File: src/rtl/apu_pkg.sv
// ---------------------------------------------------------------------------
// apu_pkg
// Shared types and constants for the APU delta-modulation channel controller.
//   reader_state_t   : sample memory reader states (IDLE / REQ)
//   DMC_REG_*        : reg_sel encodings for $4010..$4013
//   DMC_ADDR_WRAP    : address the reader continues from after $FFFF
//   DMC_BYTES_W      : width of the bytes-remaining counter
//   dmc_next_addr()  : sample address increment with the $FFFF -> $8000 wrap
// ---------------------------------------------------------------------------
package apu_pkg;

  typedef enum logic [0:0] {
    RD_IDLE = 1'b0,
    RD_REQ  = 1'b1
  } reader_state_t;

  localparam logic [1:0]  DMC_REG_CTRL  = 2'd0;  // $4010
  localparam logic [1:0]  DMC_REG_LOAD  = 2'd1;  // $4011
  localparam logic [1:0]  DMC_REG_ADDR  = 2'd2;  // $4012
  localparam logic [1:0]  DMC_REG_LEN   = 2'd3;  // $4013

  localparam logic [15:0] DMC_ADDR_WRAP = 16'h8000;
  localparam int          DMC_BYTES_W   = 12;

  // Sample fetches never leave cartridge space: $FFFF is followed by $8000.
  function automatic logic [15:0] dmc_next_addr(input logic [15:0] addr);
    logic [15:0] nxt;
    if (addr == 16'hFFFF) nxt = DMC_ADDR_WRAP;
    else                  nxt = addr + 16'd1;
    return nxt;
  endfunction

endpackage

File: src/rtl/dmc_controller_if.sv
// ---------------------------------------------------------------------------
// dmc_controller_if
// DMA byte-fetch port between the DMC sample reader and the memory arbiter.
//   dma_req   : reader wants a byte
//   dma_addr  : address of the wanted byte
//   dma_ack   : byte delivered this cycle (meaningful only while dma_req=1)
//   dma_rdata : delivered byte
// master = DMC controller, slave = memory side.
// ---------------------------------------------------------------------------
interface dmc_controller_if;
  logic        dma_req;
  logic [15:0] dma_addr;
  logic        dma_ack;
  logic [7:0]  dma_rdata;

  modport master (output dma_req, output dma_addr, input dma_ack, input dma_rdata);
  modport slave  (input dma_req, input dma_addr, output dma_ack, output dma_rdata);
endinterface

File: src/rtl/dmc_output_unit.sv
// ---------------------------------------------------------------------------
// dmc_output_unit
// 1-bit delta output unit: plays the shift register one bit per step,
// nudging the 7-bit level up/down by LEVEL_STEP without wrapping, and pulls
// the next byte out of the sample buffer every 8 steps.
//   clk, reset_n : clock, async active-low reset
//   step         : advance one output bit (already qualified by cpu_en)
//   load         : direct level load ($4011), wins over a same-cycle step
//   load_value   : value for the direct load
//   buf_full     : sample buffer holds a byte
//   buf_data     : sample buffer contents
//   buf_take     : buffer byte consumed this cycle
//   level        : registered channel level
// ---------------------------------------------------------------------------
module dmc_output_unit #(
  parameter int LEVEL_STEP = 2
) (
  input  logic       clk,
  input  logic       reset_n,
  input  logic       step,
  input  logic       load,
  input  logic [6:0] load_value,
  input  logic       buf_full,
  input  logic [7:0] buf_data,
  output logic       buf_take,
  output logic [6:0] level
);

  localparam logic [6:0] LEVEL_INC  = 7'(LEVEL_STEP);
  localparam logic [6:0] LEVEL_CEIL = 7'(127 - LEVEL_STEP);

  logic [7:0] shift_r, shift_nx_s;
  logic [2:0] bit_cnt_r, bit_cnt_nx_s;
  logic       silence_r, silence_nx_s;
  logic [6:0] level_r, step_level_s, level_nx_s;

  // Next bit / level computation for one output step.
  always_comb begin
    shift_nx_s   = shift_r;
    bit_cnt_nx_s = bit_cnt_r;
    silence_nx_s = silence_r;
    step_level_s = level_r;
    buf_take     = 1'b0;
    if (step) begin
      if (!silence_r && shift_r[0] && (level_r <= LEVEL_CEIL)) begin
        step_level_s = level_r + LEVEL_INC;
      end else if (!silence_r && !shift_r[0] && (level_r >= LEVEL_INC)) begin
        step_level_s = level_r - LEVEL_INC;
      end else begin
        step_level_s = level_r;
      end
      if (bit_cnt_r != 3'd0) begin
        shift_nx_s   = {1'b0, shift_r[7:1]};
        bit_cnt_nx_s = bit_cnt_r - 3'd1;
        silence_nx_s = silence_r;
      end else if (buf_full) begin
        // End of an output cycle with a byte waiting: start playing it.
        shift_nx_s   = buf_data;
        bit_cnt_nx_s = 3'd7;
        silence_nx_s = 1'b0;
        buf_take     = 1'b1;
      end else begin
        shift_nx_s   = {1'b0, shift_r[7:1]};
        bit_cnt_nx_s = 3'd7;
        silence_nx_s = 1'b1;
      end
    end else begin
      step_level_s = level_r;
    end
  end

  assign level_nx_s = load ? load_value : step_level_s;

  // Output unit state registers.
  always_ff @(posedge clk or negedge reset_n) begin
    if (!reset_n) begin
      shift_r   <= 8'h00;
      bit_cnt_r <= 3'd7;
      silence_r <= 1'b1;
      level_r   <= 7'd0;
    end else begin
      shift_r   <= shift_nx_s;
      bit_cnt_r <= bit_cnt_nx_s;
      silence_r <= silence_nx_s;
      level_r   <= level_nx_s;
    end
  end

  assign level = level_r;

endmodule

File: src/rtl/dmc_controller.sv
// ---------------------------------------------------------------------------
// dmc_controller
// Delta-modulation channel sequencer: register decode ($4010-$4013, $4015),
// sample memory reader over a DMA req/ack port, output unit, IRQ and status.
//   clk, reset_n            : clock, async active-low reset
//   cpu_en                  : CPU-cycle enable, gates every state change
//   reg_wr/reg_sel/reg_wdata: $4010-$4013 write port
//   status_wr/status_en     : $4015 write strobe and its DMC enable bit
//   next_step               : rate timer expiry pulse
//   timer_set/timer_index   : rate reload towards the external timer
//   dma                     : byte fetch port (master side)
//   level                   : 7-bit channel level
//   active                  : sample bytes still to fetch
//   irq                     : DMC interrupt flag
// ---------------------------------------------------------------------------
module dmc_controller
  import apu_pkg::*;
#(
  parameter logic [15:0] ADDR_BASE  = 16'hC000,
  parameter int          LEVEL_STEP = 2
) (
  input  logic             clk,
  input  logic             reset_n,
  input  logic             cpu_en,
  input  logic             reg_wr,
  input  logic [1:0]       reg_sel,
  input  logic [7:0]       reg_wdata,
  input  logic             status_wr,
  input  logic             status_en,
  input  logic             next_step,
  output logic             timer_set,
  output logic [3:0]       timer_index,
  dmc_controller_if.master dma,
  output logic [6:0]       level,
  output logic             active,
  output logic             irq
);

  reader_state_t          state_r, state_nx_s;
  logic [15:0]            addr_r, addr_nx_s;
  logic [DMC_BYTES_W-1:0] bytes_rem_r, bytes_rem_nx_s;
  logic [7:0]             buf_r, buf_nx_s;
  logic                   buf_full_r, buf_full_nx_s;
  logic                   irq_r, irq_nx_s;
  logic                   active_r;
  logic                   irq_en_r, loop_r;
  logic [7:0]             a_r, l_r;

  logic ctrl_wr_s, load_wr_s, addr_wr_s, len_wr_s;
  logic dis_s, en_wr_s, ack_s, buf_take_s;
  logic [15:0]            start_addr_s;
  logic [DMC_BYTES_W-1:0] start_len_s;

  assign ctrl_wr_s = cpu_en && reg_wr && (reg_sel == DMC_REG_CTRL);
  assign load_wr_s = cpu_en && reg_wr && (reg_sel == DMC_REG_LOAD);
  assign addr_wr_s = cpu_en && reg_wr && (reg_sel == DMC_REG_ADDR);
  assign len_wr_s  = cpu_en && reg_wr && (reg_sel == DMC_REG_LEN);
  assign dis_s     = cpu_en && status_wr && !status_en;
  assign en_wr_s   = cpu_en && status_wr && status_en;
  // An ack landing in the same cycle as a disable is dropped with the fetch.
  assign ack_s     = cpu_en && (state_r == RD_REQ) && dma.dma_ack && !dis_s;

  assign start_addr_s = ADDR_BASE + {2'b00, a_r, 6'b000000};
  assign start_len_s  = {l_r, 4'b0000} + 12'd1;

  assign timer_set   = ctrl_wr_s;
  assign timer_index = reg_wdata[3:0];

  // Reader state transitions.
  always_comb begin
    state_nx_s = state_r;
    case (state_r)
      RD_IDLE: begin
        if (cpu_en && !dis_s && !buf_full_r && (bytes_rem_r != 12'd0)) state_nx_s = RD_REQ;
        else                                                            state_nx_s = RD_IDLE;
      end
      RD_REQ: begin
        if (dis_s || ack_s) state_nx_s = RD_IDLE;
        else                state_nx_s = RD_REQ;
      end
      default: state_nx_s = RD_IDLE;
    endcase
  end

  // Sample buffer, address, byte count and IRQ updates.
  always_comb begin
    addr_nx_s      = addr_r;
    bytes_rem_nx_s = bytes_rem_r;
    buf_nx_s       = buf_r;
    buf_full_nx_s  = buf_full_r;
    irq_nx_s       = irq_r;
    if (ack_s) begin
      buf_nx_s       = dma.dma_rdata;
      buf_full_nx_s  = 1'b1;
      addr_nx_s      = dmc_next_addr(addr_r);
      bytes_rem_nx_s = bytes_rem_r - 12'd1;
      if (bytes_rem_r == 12'd1) begin
        if (loop_r) begin
          addr_nx_s      = start_addr_s;
          bytes_rem_nx_s = start_len_s;
        end else if (irq_en_r) begin
          irq_nx_s = 1'b1;
        end else begin
          irq_nx_s = irq_r;
        end
      end else begin
        irq_nx_s = irq_r;
      end
    end else if (buf_take_s) begin
      buf_full_nx_s = 1'b0;
    end else begin
      buf_full_nx_s = buf_full_r;
    end
    // A running sample (bytes_rem != 0) ignores a repeated enable.
    if (dis_s) begin
      bytes_rem_nx_s = {DMC_BYTES_W{1'b0}};
    end else if (en_wr_s && (bytes_rem_r == 12'd0)) begin
      addr_nx_s      = start_addr_s;
      bytes_rem_nx_s = start_len_s;
    end else begin
      bytes_rem_nx_s = bytes_rem_nx_s;
    end
    if (cpu_en && status_wr)           irq_nx_s = 1'b0;
    else if (ctrl_wr_s && !reg_wdata[7]) irq_nx_s = 1'b0;
    else                               irq_nx_s = irq_nx_s;
  end

  // Reader and status registers.
  always_ff @(posedge clk or negedge reset_n) begin
    if (!reset_n) begin
      state_r     <= RD_IDLE;
      addr_r      <= ADDR_BASE;
      bytes_rem_r <= {DMC_BYTES_W{1'b0}};
      buf_r       <= 8'h00;
      buf_full_r  <= 1'b0;
      irq_r       <= 1'b0;
      active_r    <= 1'b0;
    end else if (cpu_en) begin
      state_r     <= state_nx_s;
      addr_r      <= addr_nx_s;
      bytes_rem_r <= bytes_rem_nx_s;
      buf_r       <= buf_nx_s;
      buf_full_r  <= buf_full_nx_s;
      irq_r       <= irq_nx_s;
      active_r    <= (bytes_rem_nx_s != 12'd0);
    end
  end

  // Configuration registers; A and L are only used at the next (re)start.
  always_ff @(posedge clk or negedge reset_n) begin
    if (!reset_n) begin
      irq_en_r <= 1'b0;
      loop_r   <= 1'b0;
      a_r      <= 8'h00;
      l_r      <= 8'h00;
    end else begin
      if (ctrl_wr_s) begin
        irq_en_r <= reg_wdata[7];
        loop_r   <= reg_wdata[6];
      end
      if (addr_wr_s) a_r <= reg_wdata;
      if (len_wr_s)  l_r <= reg_wdata;
    end
  end

  dmc_output_unit #(
    .LEVEL_STEP (LEVEL_STEP)
  ) u_output (
    .clk        (clk),
    .reset_n    (reset_n),
    .step       (cpu_en && next_step),
    .load       (load_wr_s),
    .load_value (reg_wdata[6:0]),
    .buf_full   (buf_full_r),
    .buf_data   (buf_r),
    .buf_take   (buf_take_s),
    .level      (level)
  );

  assign dma.dma_req  = (state_r == RD_REQ);
  assign dma.dma_addr = addr_r;
  assign active       = active_r;
  assign irq          = irq_r;

endmodule

File: src/flat_wrapper.sv
// flat-port wrapper written by rule: the top's interface ports become plain ports
module dmc_controller_flat import apu_pkg::*;
#(
  parameter logic [15:0] ADDR_BASE  = 16'hC000,
  parameter int          LEVEL_STEP = 2
)
  (clk, reset_n, cpu_en, reg_wr, reg_sel, reg_wdata, status_wr, status_en, next_step, timer_set, timer_index, level, active, irq, dma_dma_req, dma_dma_addr, dma_dma_ack, dma_dma_rdata);
  dmc_controller_if dma_i ();
  input  logic clk;
  input  logic reset_n;
  input  logic cpu_en;
  input  logic reg_wr;
  input  logic [1:0] reg_sel;
  input  logic [7:0] reg_wdata;
  input  logic status_wr;
  input  logic status_en;
  input  logic next_step;
  output logic timer_set;
  output logic [3:0] timer_index;
  output logic [6:0] level;
  output logic active;
  output logic irq;
  output wire logic [$bits(dma_i.dma_req)-1:0] dma_dma_req;
  output wire logic [$bits(dma_i.dma_addr)-1:0] dma_dma_addr;
  input wire logic [$bits(dma_i.dma_ack)-1:0] dma_dma_ack;
  input wire logic [$bits(dma_i.dma_rdata)-1:0] dma_dma_rdata;
  assign dma_dma_req = dma_i.dma_req;
  assign dma_dma_addr = dma_i.dma_addr;
  assign dma_i.dma_ack = dma_dma_ack;
  assign dma_i.dma_rdata = dma_dma_rdata;
  dmc_controller #(.ADDR_BASE(ADDR_BASE), .LEVEL_STEP(LEVEL_STEP)) u_core (.clk(clk), .reset_n(reset_n), .cpu_en(cpu_en), .reg_wr(reg_wr), .reg_sel(reg_sel), .reg_wdata(reg_wdata), .status_wr(status_wr), .status_en(status_en), .next_step(next_step), .timer_set(timer_set), .timer_index(timer_index), .dma(dma_i), .level(level), .active(active), .irq(irq));
endmodule
File: config.mk
export PLATFORM = sky130hd
export DESIGN_NAME = dmc_controller_flat
export DESIGN_NICKNAME = d
export VERILOG_FILES = /design/src/rtl/apu_pkg.sv /design/src/rtl/dmc_controller_if.sv /design/src/rtl/dmc_output_unit.sv /design/src/rtl/dmc_controller.sv /design/src/flat_wrapper.sv
export SDC_FILE = /design/constraint.sdc
export NUM_CORES = 1
export LEC_CHECK = 0
export ABC_AREA = 1
export CORE_MARGIN = 2
export CORE_UTILIZATION = 30
export DETAILED_ROUTE_END_ITERATION = 16
export GPL_ROUTABILITY_DRIVEN = 0
export PLACE_DENSITY = 0.52
export SETUP_SLACK_MARGIN = 0.15
export SLEW_MARGIN = 20
export SYNTH_ARGS = -nofsm -noshare
export SYNTH_HDL_FRONTEND = slang
export SYNTH_SLANG_ARGS = --single-unit
File: constraint.sdc
create_clock -name clk -period 1.9 [get_ports clk]
set_input_delay 0.19 -clock clk [delete_from_list [all_inputs] [get_ports clk]]
set_output_delay 0.19 -clock clk [all_outputs]
set_load 0.005 [all_outputs]
==> flow_summary.ini, run 1 <==
; flow metrics
[finish]
fin_area_um2 = 6940
mostFrequentLayoutCell = nand2_1
mi_logic_area_um2 = 2650
sh_seq_area_pct = 28.0

[place]
numPortBuffers = 56

[timing]
final_max_slew_viol_count = 0

[grt]
grt_pass1_vias = 4524

[yosys]
yosys-top-cells-area = dfrtp_1 38%, nand2_1 13%, inv_1 6.7%
yosys_most_used_dff = dfrtp_1
synthAoiAreaFrac_pct = 12.1
fa_ha_area_share_pct = 2.43
yosys.stat.seqShare_pct = 41.7
xor_area_share_pct = 2.83
ys.warnings.count = 0

[clock_tree]
cts_resized = 25

[worst_setup_path]
slowest_delay_ns = 0.36
cp.arrival_ns = 2.12
path_cells = inv_2 > buf_4 > ha_1 > nand2_2 > buf_6 > nor2_1 > a21oi_1 > nand3_1 > nand3_2 > nand2_2 > nor2_2 > nand3_1 > nor2_1 > nor2_1

[power]
power.density_nw_per_um2 = 1320
power_combinational_uw = 4600
leakagePower_uw = 0.00336
p_sw_share_pct = 40.0
power.internal_uw = 5490

[routing]
wl_per_cell_um = 14.9

[worst_hold_path]
hp-class = in -> async

[floorplanning]
die_w_um = 128

[outcome]
status = finished clean
-- run 1: worst paths after layout --
path,to,cells after the start,startpoint
max,u_core.active$_DFFE_PN0P_,14,u_core.bytes_rem_r[1]$_DFFE_PN0P_
min,u_core.u_output.level[3]$_DFFE_PN0P_,2,reset_n
max reg2reg,u_core.active$_DFFE_PN0P_,14,u_core.bytes_rem_r[1]$_DFFE_PN0P_
min reg2reg,u_core.buf_r[2]$_DFFE_PN0P_,2,u_core.buf_r[2]$_DFFE_PN0P_
max in group asynchronous,u_core.u_output.bit_cnt_r[2]$_DFFE_PN1P_,3,reset_n
min in group clk,u_core.buf_r[2]$_DFFE_PN0P_,3,dma_dma_rdata[2]
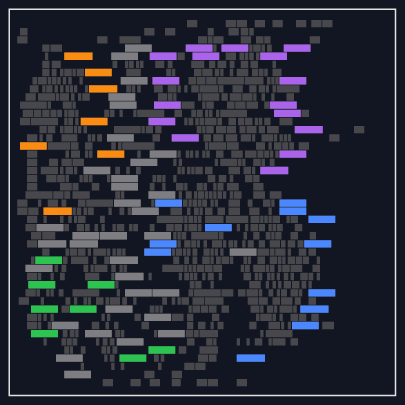
Run 1: where the registers sit
Drawn at 3 px/um. Other sequential cells in the stronger gray, the rest of the logic in the fainter gray.
u_core.dma.dma_addr: marked purple, sequential cells 16. u_core.u_output.level: marked orange, sequential cells 7. u_core.buf_r: marked green, sequential cells 8, where lower left. u_core.bytes_rem_r: marked blue, sequential cells 12.

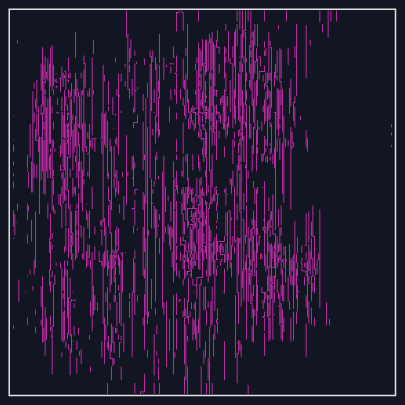
Run 1: the metal 2 layer
Drawn at 3 px/um.
The wires run mostly vertical. 680 nets have wire on it. The longest straight run is 65.6 um. The layer holds 50% of the routed length.

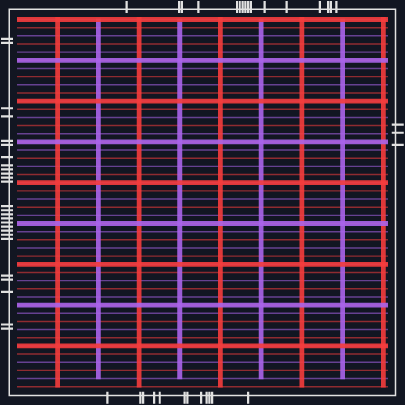
Run 1: PDN straps and rails
Drawn at 3 px/um. Pins as bars on the die edge.
VSS: marked red. VDD: marked purple.
46 met1 rails follow the rows. 9 straps on met4. 57 signal pins sit on the boundary. 9 straps on met5.

## Run 2: what changed since run 1
--- a/config.mk
+++ b/config.mk
@@ -8,6 +8,7 @@
 export ABC_AREA = 1
 export CORE_MARGIN = 2
 export CORE_UTILIZATION = 30
+export CTS_BUF_LIST = sky130_fd_sc_hd__clkbuf_4
 export DETAILED_ROUTE_END_ITERATION = 16
 export GPL_ROUTABILITY_DRIVEN = 0
 export PLACE_DENSITY = 0.52
==> run 2 against run 1 <==
  * Setup slack improved by 0.0057 ns
  * Sequential power fell by 1%
  * Core utilization fell by 1.1 points
  * Critical path depth fell by 1
  * Largest power group unchanged
==> flow_summary.ini, run 2 <==
; flow metrics
[outcome]
status = finished clean

[grt]
grt_pass1_vias = 4599

[worst_setup_path]
cp.depth = 13
path_cells = inv_2 > ha_1 > inv_1 > nor2_4 > nand3_4 > nand2_4 > nor2_2 > nand3_2 > buf_4 > buf_4 > buf_4 > buf_4 > inv_1
slowest_delay_ns = 0.41
cp.arrival_ns = 2.28
crit_path_end = u_core.bytes_rem_r[1]$_DFFE_PN0P_
rr_startpoint = u_core.bytes_rem_r[0]$_DFFE_PN0P_

[finish]
mi_logic_area_um2 = 2600
mostFrequentLayoutCell = nand2_1
fin_area_um2 = 6770
sh_seq_area_pct = 28.6

[worst_hold_path]
hp-class = in -> async

[routing]
wl_per_cell_um = 14.8
drt-met1-wl_um = 6540

[timing]
layout_setup_ws_ns = 0.0102
relSlewSlack_pct = 76.9
final_max_slew_viol_count = 0

[floorplanning]
fp_util_pct = 30.6
die_w_um = 128

[place]
numPortBuffers = 56

[power]
power.internal_uw = 4860
leakagePower_uw = 0.00331
power.density_nw_per_um2 = 1250
power_combinational_uw = 4680

[yosys]
ys.warnings.count = 0
yosys-top-cells-area = dfrtp_1 38%, nand2_1 13%, inv_1 6.7%
yosys_most_used_dff = dfrtp_1
yosys.stat.seqShare_pct = 41.7

[clock_tree]
cts_resized = 29
[run 2: cell counts after synthesis]
Identical to the previous run, type by type.
[run 2: cell families (layout without fill, tap and decap cells)]
group                      count (synthesis)  in the layout  synth area share [%]
and+or+nand+nor                          306            306                  30.7
AOI/OAI and AO/OA                        100            100                  12.1
other                                      0              1                     0
muxes                                      1              1                 0.216
DFF                                       77             77                  41.7
xor gates and xnor gates                  15             15                  2.83
adders and majority gates                  9              9                  2.43
buffers and inverters                    110            281                  9.99
[run 2: per-stage QoR]
step	utilization, %	std cells
global placement	39.2	926
global route	44.7	978
finish	44.7	978
CTS	41.7	961
floorplan	-	618
detailed placement	39.2	926
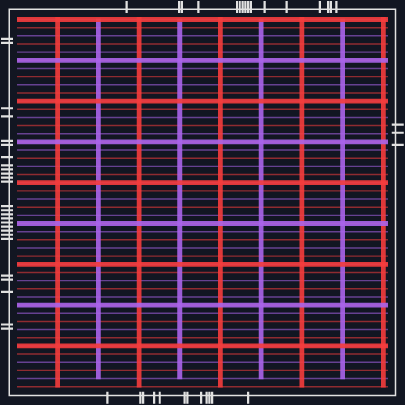
Run 2: PDN straps and rails
Drawn at 3 px/um. Pins as bars on the die edge.
VDD: marked purple. VSS: marked red.
9 straps on met5. 9 straps on met4. The core has 45 rows.

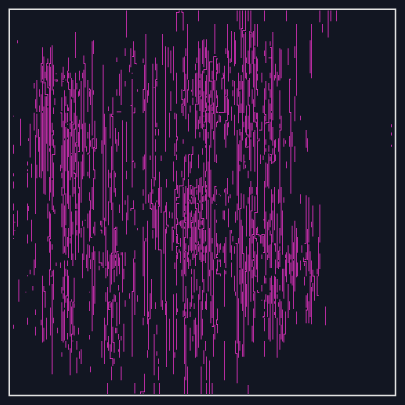
Run 2: the metal 2 layer
Drawn at 3 px/um.
The wires run mostly vertical. The longest straight run is 56.4 um. The layer holds 50% of the routed length. The layer carries 7160 um of wire. 681 nets have wire on it.

Power is estimated from default activity; no workload was simulated.
